File: src/rtl/pattern_scan_ctrl.sv
// Pattern scan controller: sequences a programmable serial pattern search over
// a qualified bit stream, counts matches and stops on limit, window or abort.
//
// Optional feature macro: PATTERN_MASK_EN (adds cfg_mask_i, 0 = don't-care bit).
//
// Ports:
//   clk_i, reset_i          clock (rising edge), async active-high reset
//   cfg_pattern_i/len_i     pattern (bit 0 = most recent bit) and its length
//   cfg_overlap_i           allow overlapping matches
//   cfg_limit_i/window_i    match limit / valid-bit window, 0 = unlimited
//   start_i, abort_i        arm request (IDLE only) / terminate active scan
//   data_i, data_valid_i    serial stream and qualifier
//   busy_o, match_o, done_o scan active, match pulse, termination pulse
//   match_count_o           matches in current/last scan
//   bit_count_o             valid bits consumed in current/last scan
//   status_o                00 none, 01 limit, 10 window, 11 aborted
module pattern_scan_ctrl #(
    parameter int unsigned MAX_LEN = 8,
    parameter int unsigned LEN_W   = 4,
    parameter int unsigned CNT_W   = 8,
    parameter int unsigned WIN_W   = 16
) (
    input  logic               clk_i,
    input  logic               reset_i,
    input  logic [MAX_LEN-1:0] cfg_pattern_i,
`ifdef PATTERN_MASK_EN
    input  logic [MAX_LEN-1:0] cfg_mask_i,
`endif
    input  logic [LEN_W-1:0]   cfg_len_i,
    input  logic               cfg_overlap_i,
    input  logic [CNT_W-1:0]   cfg_limit_i,
    input  logic [WIN_W-1:0]   cfg_window_i,
    input  logic               start_i,
    input  logic               abort_i,
    input  logic               data_i,
    input  logic               data_valid_i,
    output logic               busy_o,
    output logic               match_o,
    output logic [CNT_W-1:0]   match_count_o,
    output logic [WIN_W-1:0]   bit_count_o,
    output logic               done_o,
    output logic [1:0]         status_o
);

    typedef enum logic [1:0] {
        IDLE = 2'd0,
        SCAN = 2'd1,
        DONE = 2'd2
    } state_t;

    localparam logic [1:0] ST_NONE   = 2'b00;
    localparam logic [1:0] ST_LIMIT  = 2'b01;
    localparam logic [1:0] ST_WINDOW = 2'b10;
    localparam logic [1:0] ST_ABORT  = 2'b11;

    state_t             state_q, state_n;
    logic [MAX_LEN-1:0] shift_q, shift_n, pat_q, pat_n;
    logic [LEN_W-1:0]   fill_q, fill_n, len_q, len_n;
    logic               ovl_q, ovl_n;
    logic [CNT_W-1:0]   lim_q, lim_n, count_n;
    logic [WIN_W-1:0]   win_q, win_n, bits_n;
    logic [1:0]         status_n;
    logic               match_n, busy_n, done_n;
`ifdef PATTERN_MASK_EN
    logic [MAX_LEN-1:0] mask_q, mask_n;
`endif

    logic [MAX_LEN-1:0] shift_nx, len_mask, mask_eff;
    logic [LEN_W-1:0]   fill_nx, len_clamped;
    logic [CNT_W-1:0]   count_inc;
    logic [WIN_W-1:0]   bits_inc;
    logic               hit, lim_ev, win_ev;

    // Next-state, datapath and output decode
    always_comb begin
        state_n  = state_q;
        shift_n  = shift_q;
        fill_n   = fill_q;
        pat_n    = pat_q;
        len_n    = len_q;
        ovl_n    = ovl_q;
        lim_n    = lim_q;
        win_n    = win_q;
        count_n  = match_count_o;
        bits_n   = bit_count_o;
        status_n = status_o;
        match_n  = 1'b0;
`ifdef PATTERN_MASK_EN
        mask_n   = mask_q;
        mask_eff = mask_q;
`else
        mask_eff = '1;
`endif

        // Length 0 behaves as 1; oversize lengths clamp to the register width
        if (cfg_len_i == '0)
            len_clamped = LEN_W'(1);
        else if (cfg_len_i > LEN_W'(MAX_LEN))
            len_clamped = LEN_W'(MAX_LEN);
        else
            len_clamped = cfg_len_i;

        for (int i = 0; i < int'(MAX_LEN); i++)
            len_mask[i] = (LEN_W'(i) < len_q);

        shift_nx  = {shift_q[MAX_LEN-2:0], data_i};
        fill_nx   = (fill_q >= len_q) ? len_q : fill_q + LEN_W'(1);
        hit       = (fill_nx == len_q) &&
                    (((shift_nx ^ pat_q) & len_mask & mask_eff) == '0);
        count_inc = (&match_count_o) ? match_count_o : match_count_o + CNT_W'(1);
        bits_inc  = (&bit_count_o) ? bit_count_o : bit_count_o + WIN_W'(1);
        lim_ev    = hit && (lim_q != '0) && (count_inc == lim_q);
        win_ev    = (win_q != '0) && (bits_inc == win_q);

        case (state_q)
            IDLE: begin
                if (start_i) begin
                    state_n  = SCAN;
                    pat_n    = cfg_pattern_i;
                    len_n    = len_clamped;
                    ovl_n    = cfg_overlap_i;
                    lim_n    = cfg_limit_i;
                    win_n    = cfg_window_i;
`ifdef PATTERN_MASK_EN
                    mask_n   = cfg_mask_i;
`endif
                    shift_n  = '0;
                    fill_n   = '0;
                    count_n  = '0;
                    bits_n   = '0;
                    status_n = ST_NONE;
                end
            end
            SCAN: begin
                // Abort suppresses any bit presented in the same cycle
                if (abort_i) begin
                    state_n  = DONE;
                    status_n = ST_ABORT;
                end else if (data_valid_i) begin
                    shift_n = shift_nx;
                    bits_n  = bits_inc;
                    fill_n  = (hit && !ovl_q) ? '0 : fill_nx;
                    if (hit) begin
                        match_n = 1'b1;
                        count_n = count_inc;
                    end
                    if (lim_ev) begin
                        state_n  = DONE;
                        status_n = ST_LIMIT;
                    end else if (win_ev) begin
                        state_n  = DONE;
                        status_n = ST_WINDOW;
                    end
                end
            end
            DONE:    state_n = IDLE;
            default: state_n = IDLE;
        endcase

        busy_n = (state_n == SCAN);
        done_n = (state_n == DONE);
    end

    // State, shadow config and registered outputs
    always_ff @(posedge clk_i or posedge reset_i) begin
        if (reset_i) begin
            state_q       <= IDLE;
            shift_q       <= '0;
            fill_q        <= '0;
            pat_q         <= '0;
            len_q         <= '0;
            ovl_q         <= 1'b0;
            lim_q         <= '0;
            win_q         <= '0;
`ifdef PATTERN_MASK_EN
            mask_q        <= '0;
`endif
            busy_o        <= 1'b0;
            match_o       <= 1'b0;
            match_count_o <= '0;
            bit_count_o   <= '0;
            done_o        <= 1'b0;
            status_o      <= ST_NONE;
        end else begin
            state_q       <= state_n;
            shift_q       <= shift_n;
            fill_q        <= fill_n;
            pat_q         <= pat_n;
            len_q         <= len_n;
            ovl_q         <= ovl_n;
            lim_q         <= lim_n;
            win_q         <= win_n;
`ifdef PATTERN_MASK_EN
            mask_q        <= mask_n;
`endif
            busy_o        <= busy_n;
            match_o       <= match_n;
            match_count_o <= count_n;
            bit_count_o   <= bits_n;
            done_o        <= done_n;
            status_o      <= status_n;
        end
    end

endmodule

File: config.mk
export PLATFORM = sky130hd
export DESIGN_NAME = pattern_scan_ctrl
export DESIGN_NICKNAME = d
export VERILOG_FILES = /design/src/rtl/pattern_scan_ctrl.sv
export SDC_FILE = /design/constraint.sdc
export NUM_CORES = 1
export LEC_CHECK = 0
export CORE_ASPECT_RATIO = 0.6
export CORE_MARGIN = 3
export CORE_UTILIZATION = 45
export CTS_CLUSTER_SIZE = 25
export DETAILED_ROUTE_END_ITERATION = 7
export PLACE_DENSITY = 0.68
export SETUP_SLACK_MARGIN = 0.3
export SLEW_MARGIN = 40
export SYNTH_ARGS = -nofsm -noshare
export SYNTH_HDL_FRONTEND = slang
export SYNTH_SLANG_ARGS = --single-unit
File: constraint.sdc
create_clock -name clk_i -period 7.1 [get_ports clk_i]
set_clock_uncertainty 0.2 [all_clocks]
set_input_delay 1.42 -clock clk_i [delete_from_list [all_inputs] [get_ports clk_i]]
set_output_delay 1.42 -clock clk_i [all_outputs]
set_load 0.02 [all_outputs]
==> changes_impl.md, run 1 <==
### Metrics

* Inst Count DP at 738
* CP max stage delay at 510 ps
* Mux cell area share at 1.93%
* Crit Path Max Fanout at 10
* Initial DRT Pass Iterations at 5
* Syn_area_per_cell at 8.61 sq um
* Fin util at 58.4%
* Sequential power share at 37.0%
* Synthesized area at 0.00480 sq mm
* Fill count at 887
* Global-route wire length before repair at 22700 um
* Metal2 WL at 5460 um
* Antenna-violating nets left at 0
* Clk network pwr share at 23.6%
* Log Warnings at 26
* Pre-CTS setup slack at 2730 ps
* Synth top cell by count: nand2_1
* Pwr dens at 353 mW/mm^2
* Most used cell, CP: nand4_1
* Static leakage at 2.55 nW
* Reg area at 0.00198 sq mm
* DRT iter0 DRCs at 411
* Fp_density at 47.4%
* P_clk at 0.492 mW
* Unique masters post-synth at 63
* Setup Crit Path Kind: reg2reg
* Clk root buf: clkbuf_16
* Pwr Total at 2.08 mW
* DRC viols at 0
* Routed metal-1 wirelength at 7100 um
* Crit-path slowest cell: dfrtp_1
* FF+latch count, synth at 79
* Combinational share of cell area at 44.6%
* Post-synth top cells: nand2_1, dfrtp_1, o21ai_0
* Comb power at 0.822 mW
* Post-CTS Hold Buffers at 0
* Total CTS buffers at 9
* TritonCTS Sinks at 79
* Sw frac at 40.3%
* Synth warn at 0
* Total die area at 0.0120 sq mm
* Comb power frac at 39.4%
* Total negative slack at 0 ps
* Max-slew violation count at 0
* CTS tree: built
* Final hold violation count at 0
* Asr flop ratio synth at 100%
* Max-cap viol count at 0
* Most used flip-flop cell: dfrtp_1
* Hold path startpoint: shift_q[6]
* CP Buf/Inv Count at 0
* Adder-cell share of the synthesized area at 1.82%
* Synth top area share at 41.2%
* Hold depth at 2
* Crit-path leading delay family: AND-OR/OR-AND gates
* Worst-path cell chain: ha_1 -> and3_1 -> nand4_1 -> mux2i_1 -> a2111oi_0 -> nand4_1 -> a2111oi_4 -> nor2b_2 -> a211o_1
* NetSw at 0.839 mW
* Share of layout cells above drive strength 1 at 6.79%
* Worst reg2reg startpoint: bit_count_o[0]
* Post-synthesis sequential area ratio at 41.2%
* Regs by FF count: bit_count_o x16, win_q x16
* GR Util All Layers at 23.8%
* WP data required at 7130 ps
* Top cells by area: dfrtp_1, nand2_1, xnor2_1
* Nets@finish at 664
* Chip area in the Yosys report at 0.00480 sq mm
* Post-route cell area at 0.00591 sq mm
* Reg2reg end: busy_o
* R2R setup slack at 3340 ps
* Worst-path clk slew at 70 ps
* Drt wl/cell at 18.2 um
* Vias in the first global route at 4244
* Setup crit end kind: flop
* Die W at 139 um
* Cell depth of the worst flop-to-flop path at 9
* # Post-CTS Setup Buffers at 0
* Tap Cells at 135
* IO Port Bufs at 71
* Post-Synth AOI/OAI Area at 17.8%
* Clk latency late pin at 340 ps
* Crit path depth at 9
* #MultiIn Comb at 432
* EDFF count, synth at 0
* Final worst-path setup slack at 3340 ps
* Setup violations, final at 0
* Crit path arrival time at 3780 ps
* Non-clock buffer share at 12.7%
* Non-clk invs at 16
* Clk tree area frac at 5.40%
* Outcome: completed
* H-tree depth at 3
* Comb area leader: simple AND/OR/NAND/NOR gates
* Hold Path Sink: shift_q[6]
* Worst VDD drop at 0.000214 V
* RSZ-0062 raised after global routing: false
* I/O pin count at 72
* Mapped Nets at 608
* Logic area at 0.00264 sq mm
* Core area at 0.0101 sq mm
* PostCTS Resize Cnt at 0
* Sequential cell area share at 33.4%
* Yosys cell count at 558
* Largest cell class by area: multi-input combinational cells
* Placed Area at 0.00559 sq mm
## run 1: placed cells by master (no fill, tap or decap), types with 3 or more instances in the layout
master / count
o22ai_1: 4
o211ai_1: 6
nor2_1: 23
a21o_1: 4
clkbuf_8: 3
nand3b_1: 4
nor3_1: 7
dfrtp_1: 79
o21a_1: 3
xor2_1: 9
a31o_2: 3
nand3_1: 21
mux2i_1: 7
o21ai_0: 35
nor2b_1: 5
a311oi_1: 3
a21oi_1: 24
inv_1: 15
o2111ai_1: 3
xnor2_1: 30
ha_1: 7
a31oi_1: 3
buf_4: 5
clkbuf_16: 9
clkdlybuf4s50_1: 71
nand2b_1: 3
and3_1: 10
nand2_1: 138
clkinvlp_4: 3
and4_1: 5
o31ai_1: 5
nand4_1: 13
nor4_1: 8
Fig. 1: run 1, the metal 1 layer
(4 px per um) Cells faint in the background.
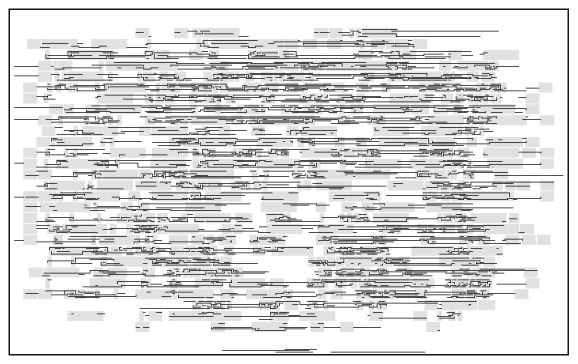
share of all routed wire: 52%
nets with wire on the layer: 597
main direction: horizontal
wire length on this layer: 7100 um
met1 Use GR: 38.0%
Total Wirelength: 13800 um
via count: 4482

Fig. 2: run 1, M2 wires
(4 px per um)
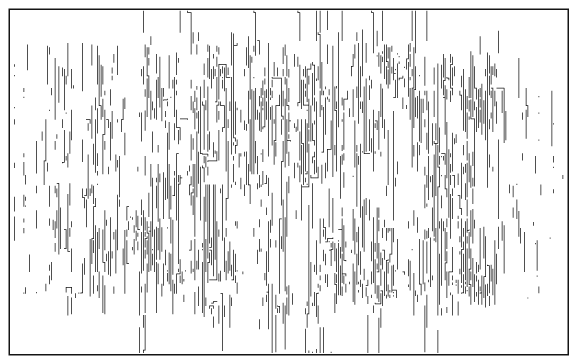
share of all routed wire: 40%
nets with wire on the layer: 536
wire length on this layer: 5460 um
main direction: vertical
Global Route met2 Usage: 32.3%

Fig. 3: run 1, metal 3
(2 px per um) Cells faint in the background.
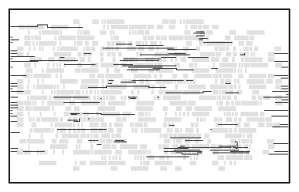
main direction: horizontal
wire length on this layer: 1030 um
longest straight run: 35.0 um
nets with wire on the layer: 101
share of all routed wire: 7.5%
GRT met3 Usage: 4.07%

==> run 2: changes to the inputs <==
==> constraint.sdc (replaced) <==
create_clock -name clk_i -period 3.8 [get_ports clk_i]
set_clock_uncertainty 0.2 [all_clocks]
set_input_delay 0.76 -clock clk_i [delete_from_list [all_inputs] [get_ports clk_i]]
set_output_delay 0.76 -clock clk_i [all_outputs]
set_load 0.02 [all_outputs]
Fig. 4: run 2, metal 3
(2 px per um) Cells faint in the background.
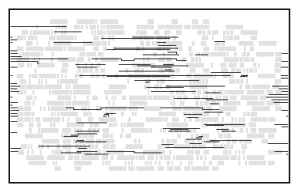
share of all routed wire: 9.1%
longest straight run: 75.4 um
wire length on this layer: 1290 um
Total Wirelength: 14100 um
GRT met3 Usage: 6.74%
via count: 4424

Fig. 5: run 2, pin placement
(4 px per um) Pins as bars across the die edge, other pins in gray.
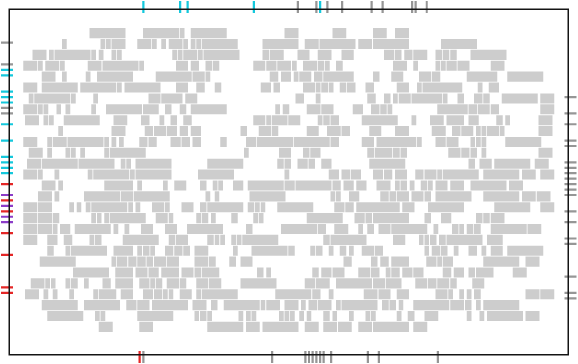
legend:
  red:
    port: cfg_pattern_i
    pins: 8
    direction: input
    edge: 7 left, 1 bottom
  purple:
    port: cfg_len_i
    pins: 4
    direction: input
    edge: left
  cyan:
    port: cfg_window_i
    pins: 16
    direction: input
    edge: 11 left, 5 top
all pins by edge: 26 left, 19 right, 14 top, 13 bottom
Die W: 139 um
IO Port Bufs: 71
Die Span Y: 86.0 um

==> changes_impl.md, run 2 <==
### Metrics

* Outcome: completed
* Critical Path Start: match_count_o[1]
* Worst-path clk slew at 60 ps
* Global Route met2 Usage at 28.3%
* WP data required at 3820 ps
* Antenna-violating nets left at 0
* Static leakage at 2.58 nW
* Metal2 WL at 5070 um
* Routed metal-1 wirelength at 7600 um
* Unique masters post-synth at 63
* Comb area leader: simple AND/OR/NAND/NOR gates
* Fp_density at 47.4%
* Most used flip-flop cell: dfrtp_1
* Pre-CTS setup slack at 429 ps
* Post-synthesis sequential area ratio at 41.2%
* Std cell rows at 28
* CTS tree: built
* Placed Area at 0.00565 sq mm
* CP Buf/Inv Count at 0
* Synth warn at 0
* Max Clock Freq at 298 MHz
* Most frequent cells in the layout: nand2_1, dfrtp_1, clkdlybuf4s50_1
* Adder-cell share of the synthesized area at 1.82%
* # Post-CTS Setup Buffers at 0
* Clk latency late pin at 350 ps
* Post-route cell area at 0.00596 sq mm
* Setup crit end kind: flop
* Post-CTS Hold Buffers at 0
* Rel. slew slack at 55.5%
* Reg2reg end: busy_o
* Mapped Cells at 558
* Nets@finish at 670
* Mux cell area share at 1.93%
* Pwr Total at 3.93 mW
* Clk network pwr share at 23.2%
* Regs by FF count: bit_count_o x16, win_q x16
* Crit-path leading delay family: simple AND/OR/NAND/NOR gates
* Max-cap viol count at 0
* Worst reg2reg startpoint: match_count_o[1]
* H-tree depth at 3
* Synth top cell by count: nand2_1
* GPL Wtd Cong at 0.960
* Log Warnings at 26
* Total CTS buffers at 9
* Top cells by area: dfrtp_1, nand2_1, xnor2_1
* Global-route wire length before repair at 22600 um
* N_diodes at 0
* Mapped Nets at 608
* CP max stage delay at 460 ps
* Hold path startpoint: pat_q[4]
* RSZ-0062 raised after global routing: false
* Met1 Use GR at 41.9%
* Cell depth of the worst flop-to-flop path at 9
* WHS at 294 ps
* Top Usage Layer GRT: met1
* Pwr dens at 660 mW/mm^2
* P_int at 2.31 mW
* TritonCTS Sinks at 79
* Total negative slack at 0 ps
* Max-slew violation count at 0
* Critical path endpoint: busy_o
* Hold depth at 2
* Startpoint types: flop
* Largest net degree at the start of global routing at 54
* Synthesized area at 0.00480 sq mm
* Worst VDD drop at 0.000368 V
* R2R setup slack at 450 ps
* DRT iter0 DRCs at 457
* Cycle use final at 88.2%
* Worst-path cell chain: ha_1 -> and4_1 -> nand4b_1 -> a221o_1 -> a222oi_1 -> nand4_1 -> nor2b_1 -> nor2b_2 -> a211o_1
* Crit Path Max Fanout at 8
* Xor+xnor area frac at 7.11%
* Met3 wire length at 1290 um
* P&R area growth vs syn at 24.1%
* GR Util All Layers at 24.3%
* Initial antenna violation count at 0
* Yosys simple share at 26.1%
* Drt wl/cell at 18.5 um
* Vias in the first global route at 3993
* Synth top area share at 41.2%
* Tmin final at 3350 ps
* EDFF count, synth at 0
* Top Layer Used: met4
* Share of layout cells above drive strength 1 at 7.84%
* Sw frac at 41.2%
* Hold Path Sink: pat_q[4]
* Chip area in the Yosys report at 0.00480 sq mm
* DRC viols at 0
* Tightest Pin Transition at 667 ps
* Post-synth top cells: nand2_1, dfrtp_1, o21ai_0
* PostCTS Resize Cnt at 0
* Asr flop ratio synth at 100%
* Inst Count DP at 744
* Crit-path slowest cell: dfrtp_1
* Max Buffers Root-to-Sink at 2
* Initial DRT Pass Iterations at 5
* FF+latch count, synth at 79
* Hold Crit Class: reg2reg
* Syn_area_per_cell at 8.61 sq um
* Yosys cell count at 558
* Dominant logic cell type in the layout: nand2_1
* Setup violations, final at 0
* Fin util at 58.9%
* Post-Synth AOI/OAI Area at 17.8%
* Clk root buf: clkbuf_16
* Core area at 0.0101 sq mm
* Comb power frac at 39.9%
* Area leader, netlist: dfrtp_1
* I/O pin count at 72
* Total die area at 0.0120 sq mm
* Setup Crit Path Kind: reg2reg
* Crit path arrival time at 3380 ps
* DR vias/cell at 5.82
* Sequential power share at 37.0%
* NetSw at 1.62 mW
* Final hold violation count at 0
* Crit path depth at 9
* Fin cells at 760
* Final worst-path setup slack at 447 ps
* Post-detail-place hpwl at 10500 um
[run 2: cell counts after synthesis]
Identical to the previous run, type by type.
[run 2: cell type report]
class | instances | area [sq um]
well taps | 135 | 169
repair buffers | 82 | 806
flip-flops and latches | 79 | 1980
clock buffers | 10 | 239
clock inverters | 6 | 67.6
fillers | 923 | 4160
inverters | 16 | 60.1
multi-input cells | 432 | 2640
[run 2: power by group through the flow]
| stage | Sequential, mW | Combinational, mW | Clock [mW] |
|---|---|---|---|
| detailed placement | 1.45 | 1.55 | 0 |
| floorplan | 1.37 | 1.09 | 0 |
| global route | 1.49 | 1.75 | 0.966 |
| global placement | 1.44 | 1.52 | 0 |
| finish | 1.45 | 1.57 | 0.912 |
| CTS | 1.44 | 1.56 | 0.927 |
Power figures rest on the tool's default switching activity, not on a simulated workload.
